**Wires at chosen ports, followed through buffers**

Drawn at 1 px/um.
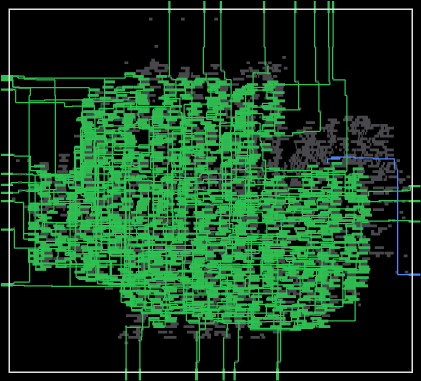
**Clock distribution**

Drawn at 1 px/um.
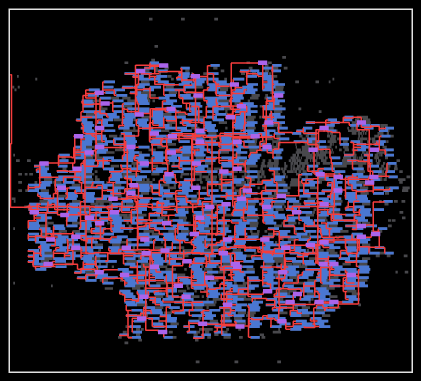
**Met4 routing**

Drawn at 1 px/um. Supply wires on this layer in gray.
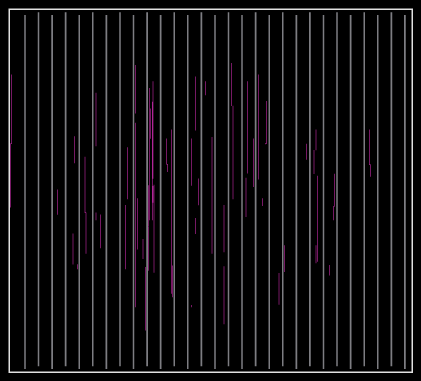
File: config.mk
export PLATFORM = sky130hd
export DESIGN_NAME = rsbus_branch_r2d_buffer
export DESIGN_NICKNAME = d
export VERILOG_FILES = /design/src/rtl/rbus_pkg.sv /design/src/rtl/rbus_sdp_ram.sv /design/src/rtl/rsbus_branch_r2d_buffer.sv
export SDC_FILE = /design/constraint.sdc
export NUM_CORES = 1
export LEC_CHECK = 0
export CORE_ASPECT_RATIO = 0.9
export CORE_UTILIZATION = 30
export DETAILED_ROUTE_END_ITERATION = 6
export SYNTH_ARGS = -nofsm -noshare
export SYNTH_HDL_FRONTEND = slang
export SYNTH_SLANG_ARGS = --single-unit
export TNS_END_PERCENT = 30
File: constraint.sdc
create_clock -name clk -period 6.6 [get_ports clk]
set_clock_uncertainty 0.1 [all_clocks]
set_input_delay 1.32 -clock clk [delete_from_list [all_inputs] [get_ports clk]]
set_output_delay 1.32 -clock clk [all_outputs]
set_load 0.05 [all_outputs]
File: src/rtl/rbus_pkg.sv
// Shared definitions for the branch-side bus: data word type, credit width and FSM encodings.
// Latency: none (package only).
// Backpressure: n/a.
package rbus_pkg;

    // Width of one bus data word.
    localparam int RBUS_W = 32;

    // Credit return width toward the slice switch box (single-frame and back-to-back credit).
    localparam int RBUS_RDY_W = 2;

    typedef logic [RBUS_W-1:0] rbus_word_t;

    // Write-side frame FSM encodings.
    localparam logic [1:0] WR_IDLE    = 2'd0;
    localparam logic [1:0] WR_RECV    = 2'd1;
    localparam logic [1:0] WR_DISCARD = 2'd2;

endpackage

File: src/rtl/rbus_sdp_ram.sv
// Simple dual-port frame storage: one write port, one read port with a registered read.
// Latency: read data appears one clock after i_re; write is visible to reads on the following cycle.
// Backpressure: none; o_rdata holds its value while i_re is low, so it can act as a holding stage.
module rbus_sdp_ram
    import rbus_pkg::*;
#(
    parameter int ADDR_W = 5,
    parameter int DATA_W = $bits(rbus_word_t)
) (
    input  logic              clk,
    input  logic              i_we,
    input  logic [ADDR_W-1:0] i_waddr,
    input  logic [DATA_W-1:0] i_wdata,
    input  logic              i_re,
    input  logic [ADDR_W-1:0] i_raddr,
    output logic [DATA_W-1:0] o_rdata
);

    logic [DATA_W-1:0] r_mem [2**ADDR_W];

    // Write port.
    always_ff @(posedge clk) begin
        if (i_we) begin
            r_mem[i_waddr] <= i_wdata;
        end
    end

    // Registered read port; output is held when no read is requested.
    always_ff @(posedge clk) begin
        if (i_re) begin
            o_rdata <= r_mem[i_raddr];
        end
    end

endmodule

File: src/rtl/rsbus_branch_r2d_buffer.sv
// Store-and-forward frame buffer between a slice switch box branch and its device; drops malformed frames.
// Latency: last input word accepted at edge T -> o_stb at edge T+2; frames stream out back-to-back.
// Backpressure: 2-bit registered slot credit upstream; output words held stable while o_ack is low.
module rsbus_branch_r2d_buffer
    import rbus_pkg::*;
#(
    parameter int FRAME_LEN    = 8,
    parameter int DEPTH_FRAMES = 4
) (
    input  logic                  clk,
    input  logic                  rst,
    input  logic                  i_stb,
    input  logic                  i_sof,
    input  rbus_word_t            i_bus,
    output logic [RBUS_RDY_W-1:0] i_rdy,
    output logic                  o_stb,
    output logic                  o_sof,
    output rbus_word_t            o_bus,
    input  logic                  o_ack,
    output logic                  ff_err
);

    localparam int TOTAL  = FRAME_LEN * DEPTH_FRAMES;
    localparam int ADDR_W = $clog2(TOTAL);
    localparam int CNT_W  = $clog2(FRAME_LEN + 1);
    localparam int SLOT_W = $clog2(DEPTH_FRAMES + 1);

    // Pointers wrap at the exact storage size, which need not be a power of two.
    function automatic logic [ADDR_W-1:0] ptr_inc(input logic [ADDR_W-1:0] p);
        return (p == ADDR_W'(TOTAL - 1)) ? '0 : p + ADDR_W'(1);
    endfunction

    // Write-side state.
    logic [1:0]        r_state;
    logic [ADDR_W-1:0] r_wr_ptr;
    logic [ADDR_W-1:0] r_wr_commit;
    logic [CNT_W-1:0]  r_wcnt;
    logic [CNT_W-1:0]  r_disc_cnt;
    logic              r_err;

    // Shared occupancy and credit.
    logic [SLOT_W-1:0]     r_slots_used;
    logic [SLOT_W-1:0]     r_frames_ready;
    logic [SLOT_W-1:0]     r_fetch_avail;
    logic [RBUS_RDY_W-1:0] r_i_rdy;

    // Read-side state: fetch pointer, RAM output stage, show-ahead output register.
    logic [ADDR_W-1:0] r_rd_ptr;
    logic [CNT_W-1:0]  r_fcnt;
    logic              r_p1_vld;
    logic              r_p1_sof;
    logic              r_p1_last;
    logic              r_o_stb;
    logic              r_o_sof;
    logic              r_o_last;
    rbus_word_t        r_o_bus;

    // Write-side combinational decode.
    logic [1:0]        w_state_nxt;
    logic [ADDR_W-1:0] w_wr_ptr_nxt;
    logic [CNT_W-1:0]  w_wcnt_nxt;
    logic [CNT_W-1:0]  w_disc_nxt;
    logic [ADDR_W-1:0] w_base;
    logic [ADDR_W-1:0] w_waddr;
    logic              w_we;
    logic              w_reserve;
    logic              w_drop_rel;
    logic              w_commit;
    logic              w_err_set;
    logic              w_room;
    logic              w_start;

    // Read-side combinational decode.
    logic              w_pop;
    logic              w_last_pop;
    logic              w_o_load;
    logic              w_rd_issue;
    logic              w_fetch_last;
    rbus_word_t        w_rdata;
    logic [SLOT_W-1:0] w_used_nxt;
    logic [SLOT_W-1:0] w_free_nxt;

    // Frame write FSM: accepts, rolls back or discards incoming words.
    always_comb begin
        w_state_nxt  = r_state;
        w_wr_ptr_nxt = r_wr_ptr;
        w_wcnt_nxt   = r_wcnt;
        w_disc_nxt   = r_disc_cnt;
        w_base       = r_wr_ptr;
        w_waddr      = r_wr_ptr;
        w_we         = 1'b0;
        w_reserve    = 1'b0;
        w_drop_rel   = 1'b0;
        w_commit     = 1'b0;
        w_err_set    = 1'b0;
        w_start      = 1'b0;
        w_room       = (r_slots_used != SLOT_W'(DEPTH_FRAMES));
        if (i_stb) begin
            case (r_state)
                WR_RECV: begin
                    if (i_sof) begin
                        // Truncated frame: give its slot back and restart from the commit point.
                        w_drop_rel = 1'b1;
                        w_err_set  = 1'b1;
                        w_base     = r_wr_commit;
                        w_room     = 1'b1;
                        w_start    = 1'b1;
                    end else begin
                        w_we         = 1'b1;
                        w_wr_ptr_nxt = ptr_inc(r_wr_ptr);
                        if (r_wcnt == CNT_W'(FRAME_LEN - 1)) begin
                            w_commit    = 1'b1;
                            w_state_nxt = WR_IDLE;
                            w_wcnt_nxt  = '0;
                        end else begin
                            w_wcnt_nxt = r_wcnt + CNT_W'(1);
                        end
                    end
                end
                WR_DISCARD: begin
                    if (i_sof) begin
                        w_start = 1'b1;
                    end else if (r_disc_cnt == CNT_W'(FRAME_LEN - 2)) begin
                        w_state_nxt = WR_IDLE;
                        w_disc_nxt  = '0;
                    end else begin
                        w_disc_nxt = r_disc_cnt + CNT_W'(1);
                    end
                end
                default: begin
                    if (i_sof) begin
                        w_start = 1'b1;
                    end else begin
                        w_err_set = 1'b1;
                    end
                end
            endcase
            if (w_start) begin
                if (w_room) begin
                    w_reserve    = 1'b1;
                    w_we         = 1'b1;
                    w_waddr      = w_base;
                    w_wr_ptr_nxt = ptr_inc(w_base);
                    w_wcnt_nxt   = CNT_W'(1);
                    w_state_nxt  = WR_RECV;
                end else begin
                    w_err_set    = 1'b1;
                    w_wr_ptr_nxt = w_base;
                    w_disc_nxt   = '0;
                    w_state_nxt  = WR_DISCARD;
                end
            end
        end
    end

    // Read pipeline control: fetch into the RAM stage, move into the output register on pop or empty.
    always_comb begin
        w_pop        = r_o_stb & o_ack;
        w_last_pop   = w_pop & r_o_last;
        w_o_load     = r_p1_vld & (~r_o_stb | w_pop);
        w_rd_issue   = (r_fetch_avail != '0) & (r_frames_ready != '0) & (~r_p1_vld | w_o_load);
        w_fetch_last = (r_fcnt == CNT_W'(FRAME_LEN - 1));
        w_used_nxt   = r_slots_used + SLOT_W'(w_reserve) - SLOT_W'(w_drop_rel) - SLOT_W'(w_last_pop);
        w_free_nxt   = SLOT_W'(DEPTH_FRAMES) - w_used_nxt;
    end

    // Write FSM, pointers and sticky error registers.
    always_ff @(posedge clk or posedge rst) begin
        if (rst) begin
            r_state     <= WR_IDLE;
            r_wr_ptr    <= '0;
            r_wr_commit <= '0;
            r_wcnt      <= '0;
            r_disc_cnt  <= '0;
            r_err       <= 1'b0;
        end else begin
            r_state    <= w_state_nxt;
            r_wr_ptr   <= w_wr_ptr_nxt;
            r_wcnt     <= w_wcnt_nxt;
            r_disc_cnt <= w_disc_nxt;
            if (w_commit) begin
                r_wr_commit <= w_wr_ptr_nxt;
            end
            if (w_err_set) begin
                r_err <= 1'b1;
            end
        end
    end

    // Slot, frame and fetch counters plus the registered upstream credit.
    always_ff @(posedge clk or posedge rst) begin
        if (rst) begin
            r_slots_used   <= '0;
            r_frames_ready <= '0;
            r_fetch_avail  <= '0;
            r_i_rdy        <= '0;
        end else begin
            r_slots_used   <= w_used_nxt;
            r_frames_ready <= r_frames_ready + SLOT_W'(w_commit) - SLOT_W'(w_last_pop);
            r_fetch_avail  <= r_fetch_avail + SLOT_W'(w_commit) - SLOT_W'(w_rd_issue & w_fetch_last);
            r_i_rdy        <= {(w_free_nxt >= SLOT_W'(2)), (w_free_nxt >= SLOT_W'(1))};
        end
    end

    // Fetch pointer and RAM-stage tags travelling alongside the registered read data.
    always_ff @(posedge clk or posedge rst) begin
        if (rst) begin
            r_rd_ptr  <= '0;
            r_fcnt    <= '0;
            r_p1_vld  <= 1'b0;
            r_p1_sof  <= 1'b0;
            r_p1_last <= 1'b0;
        end else begin
            r_p1_vld <= w_rd_issue | (r_p1_vld & ~w_o_load);
            if (w_rd_issue) begin
                r_rd_ptr  <= ptr_inc(r_rd_ptr);
                r_fcnt    <= w_fetch_last ? '0 : r_fcnt + CNT_W'(1);
                r_p1_sof  <= (r_fcnt == '0);
                r_p1_last <= w_fetch_last;
            end
        end
    end

    // Show-ahead output register: holds while the device stalls.
    always_ff @(posedge clk or posedge rst) begin
        if (rst) begin
            r_o_stb  <= 1'b0;
            r_o_sof  <= 1'b0;
            r_o_last <= 1'b0;
            r_o_bus  <= '0;
        end else if (w_o_load) begin
            r_o_stb  <= 1'b1;
            r_o_sof  <= r_p1_sof;
            r_o_last <= r_p1_last;
            r_o_bus  <= w_rdata;
        end else if (w_pop) begin
            r_o_stb  <= 1'b0;
            r_o_sof  <= 1'b0;
            r_o_last <= 1'b0;
        end
    end

    rbus_sdp_ram #(
        .ADDR_W (ADDR_W),
        .DATA_W ($bits(rbus_word_t))
    ) u_ram (
        .clk     (clk),
        .i_we    (w_we),
        .i_waddr (w_waddr),
        .i_wdata (i_bus),
        .i_re    (w_rd_issue),
        .i_raddr (r_rd_ptr),
        .o_rdata (w_rdata)
    );

    assign i_rdy  = r_i_rdy;
    assign o_stb  = r_o_stb;
    assign o_sof  = r_o_sof;
    assign o_bus  = r_o_bus;
    assign ff_err = r_err;

endmodule
==> ds_physical_params.txt <==
Characteristics after synthesis and place and route

Parameter                              Value

Floorplanning
  Area enclosed by the die boundary .................. 145000 um^2
  Number of cell rows .................. ~130
  Overall die height .................. ~360 um

Detailed routing
  DRC errors left .................. 0
  Total via count in the routed design .................. roughly 21000
  Number of vias per cell .................. 5.20

Clocking
  Cell at the root of the clock tree .................. sky130_fd_sc_hd__clkbuf_16
  Number of hold buffers added after CTS .................. 0
  Clock slew seen by the registers of the worst setup and hold paths .................. 0.06 ns
  Maximum buffer depth of the clock tree .................. 3

Pwr
  Power per cell area .................. 420 nW/um^2
  Relative contribution of sequential cells to total power .................. 0.427
  Internal Pwr Total .................. 14300 uW
  Relative contribution of combinational cells to total power .................. 0.283
  Switching fraction of total power .................. 0.317

Worst setup path
  Timing startpoint of the critical path .................. i_sof
  Startpoint types .................. input port
  Worst-path maximum fanout .................. 24
  R2R cell count .................. 6
  Register-to-Register Setup Slack .................. 2.66 ns
  Capture point of the worst path .................. u_ram.r_mem[5][13]

Final timing
  Worst-margin pin slew .................. 1.17 ns
  RSZ-0062 raised after global routing .................. false
  Final total negative setup slack .................. 0 ns
  Worst hold slack after final layout .................. 0.375 ns
  Max Clk Rate .................. approximately 240 MHz

Global route
  Number of global-route vias before repair .................. 20900
  Wire length of the first global-routing pass .................. 159000 um

Synthesis
  Part of the Yosys area used for sequential elements .................. 0.782
  Cell type with the highest aggregate area in the netlist .................. sky130_fd_sc_hd__edfxtp_1
  Yosys stat chip area .................. 43100 um^2
  Mean Syn Cell Area .................. 21.9 um^2
  Syn. warnings .................. 0

Layout
  Layout fillers .................. approximately 13000

Run status
  Status .................. completed

Flow run
  Tool warnings .................. 31

Place
  Weighted congestion reported at the end of routability-driven placement .................. between 0.8 and 0.9
## Picture notes: 'wires at chosen ports, followed through buffers'
color	port	direction	edge	end cells	buffers	wire
green	i_bus	input	13 left, 8 top, 8 bottom, 3 right	1024	50	23.3 mm
blue	ff_err	output	right	1	1	201 um
# IOs: 74
number of port buffers: 73

## Picture notes: 'clock distribution'
[purple] clock-net drivers | count: 106
[blue] flip-flops | count: 1135
[red] clock wires | length: 12800 um
routed clock nets	107
clock power share: 0.290
Skew-Pair Late Insertion Delay: 0.71 ns
clock group power: 6080 uW

## Picture notes: 'met4 routing'
share of all routed wire	2.6%
nets with wire on the layer	27
wire length on this layer	2870 um

area by class of cell:
cell class / instances / area, um^2 / area share
sequential: 1135 / 33700 / 0.673
multi-input combinational: 709 / 9110 / 0.182
clock buffer: 127 / 2770 / 0.0554
tap: 1862 / 2330 / 0.0465
timing repair buffer: 166 / 1420 / 0.0284
clock inverter: 68 / 651 / 0.0130
inverter: 24 / 92.6 / 0.00185
registers in the layout, indices dropped and copies added (netlist names), 2 cells and up:
name and flops:
r_rd_ptr 5, u_ram.o_rdata 32, i_rdy 2, u_ram.r_mem 1024, r_disc_cnt 4, r_state 2, r_frames_ready 3, r_fetch_avail 3
r_slots_used 3, r_wcnt 4, r_wr_commit 5, r_fcnt 4, o_bus 32, r_wr_ptr 5
layer usage:
layer | vias to the layer above | track usage | routed length [um]
li1 | 8668 | - | -
met1 | 11400 | 0.220 | 47500
met2 | 1061 | 0.228 | 50600
met3 | 152 | 0.0405 | 11000
met4 | 4 | 0.0418 | 2870
met5 | - | 0.00828 | 177
worst max-delay path, stage by stage:
cell and delay, ns:
sky130_fd_sc_hd__clkdlybuf4s50_1 0.50, sky130_fd_sc_hd__buf_4 0.23, sky130_fd_sc_hd__nand2_1 0.25, sky130_fd_sc_hd__mux2_2 0.41, sky130_fd_sc_hd__o31ai_1 0.37, sky130_fd_sc_hd__nand2_1 0.34, sky130_fd_sc_hd__nor2_4 0.73, sky130_fd_sc_hd__buf_4 0.31
how the worst min path moves through the flow:
| stage | startpoint | slack, ns | cells past startpoint | to |
|---|---|---|---|---|
| floorplan | u_ram.o_rdata[29] | 0.36 | 1 | o_bus[29] |
| global placement | u_ram.o_rdata[28] | 0.36 | 1 | o_bus[28] |
| detailed placement | u_ram.o_rdata[25] | 0.36 | 1 | o_bus[25] |
| CTS | u_ram.o_rdata[29] | 0.38 | 1 | o_bus[29] |
| global route | u_ram.o_rdata[27] | 0.39 | 1 | o_bus[27] |
| finish | u_ram.o_rdata[29] | 0.38 | 1 | o_bus[29] |
metrics by stage:
stage	cells	total power, uW
final	4091	21000
after global routing	4091	21800
after CTS	4091	21200
after detailed placement	3896	15100
after global placement	3896	15100
after floorplan	1970	12700
cell usage in the layout (no fill, tap or decap), drive strengths merged, types with 44 or more instances in the layout:
cell / n
clkdlybuf4s50: 59
o22ai: 129
nor2: 48
clkinv: 49
mux2: 44
dfrtp: 79
clkbuf: 127
mux4: 256
buf: 107
edfxtp: 1056
cell families (layout without fill, tap and decap cells):
family / after synthesis / count (layout) / share of synthesized area
AND/OR/NAND/NOR: 175 / 175 / 0.0210
multiplexers: 307 / 307 / 0.147
AND-OR/OR-AND: 192 / 192 / 0.0280
XOR/XNOR: 11 / 11 / 0.00224
flip-flops: 1135 / 1135 / 0.782
buffers and inverters: 126 / 385 / 0.0121
adder cells (fa/ha/maj): 24 / 24 / 0.00749
power groups by stage:
stage | combinational, uW | clock, uW | sequential [uW]
finish | 5950 | 6080 | 8980
CTS | 6020 | 6190 | 9000
detailed placement | 5990 | 0 | 9140
global route | 6260 | 6460 | 9050
floorplan | 3430 | 0 | 9240
global placement | 5930 | 0 | 9130
Power figures rest on the tool's default switching activity, not on a simulated workload.
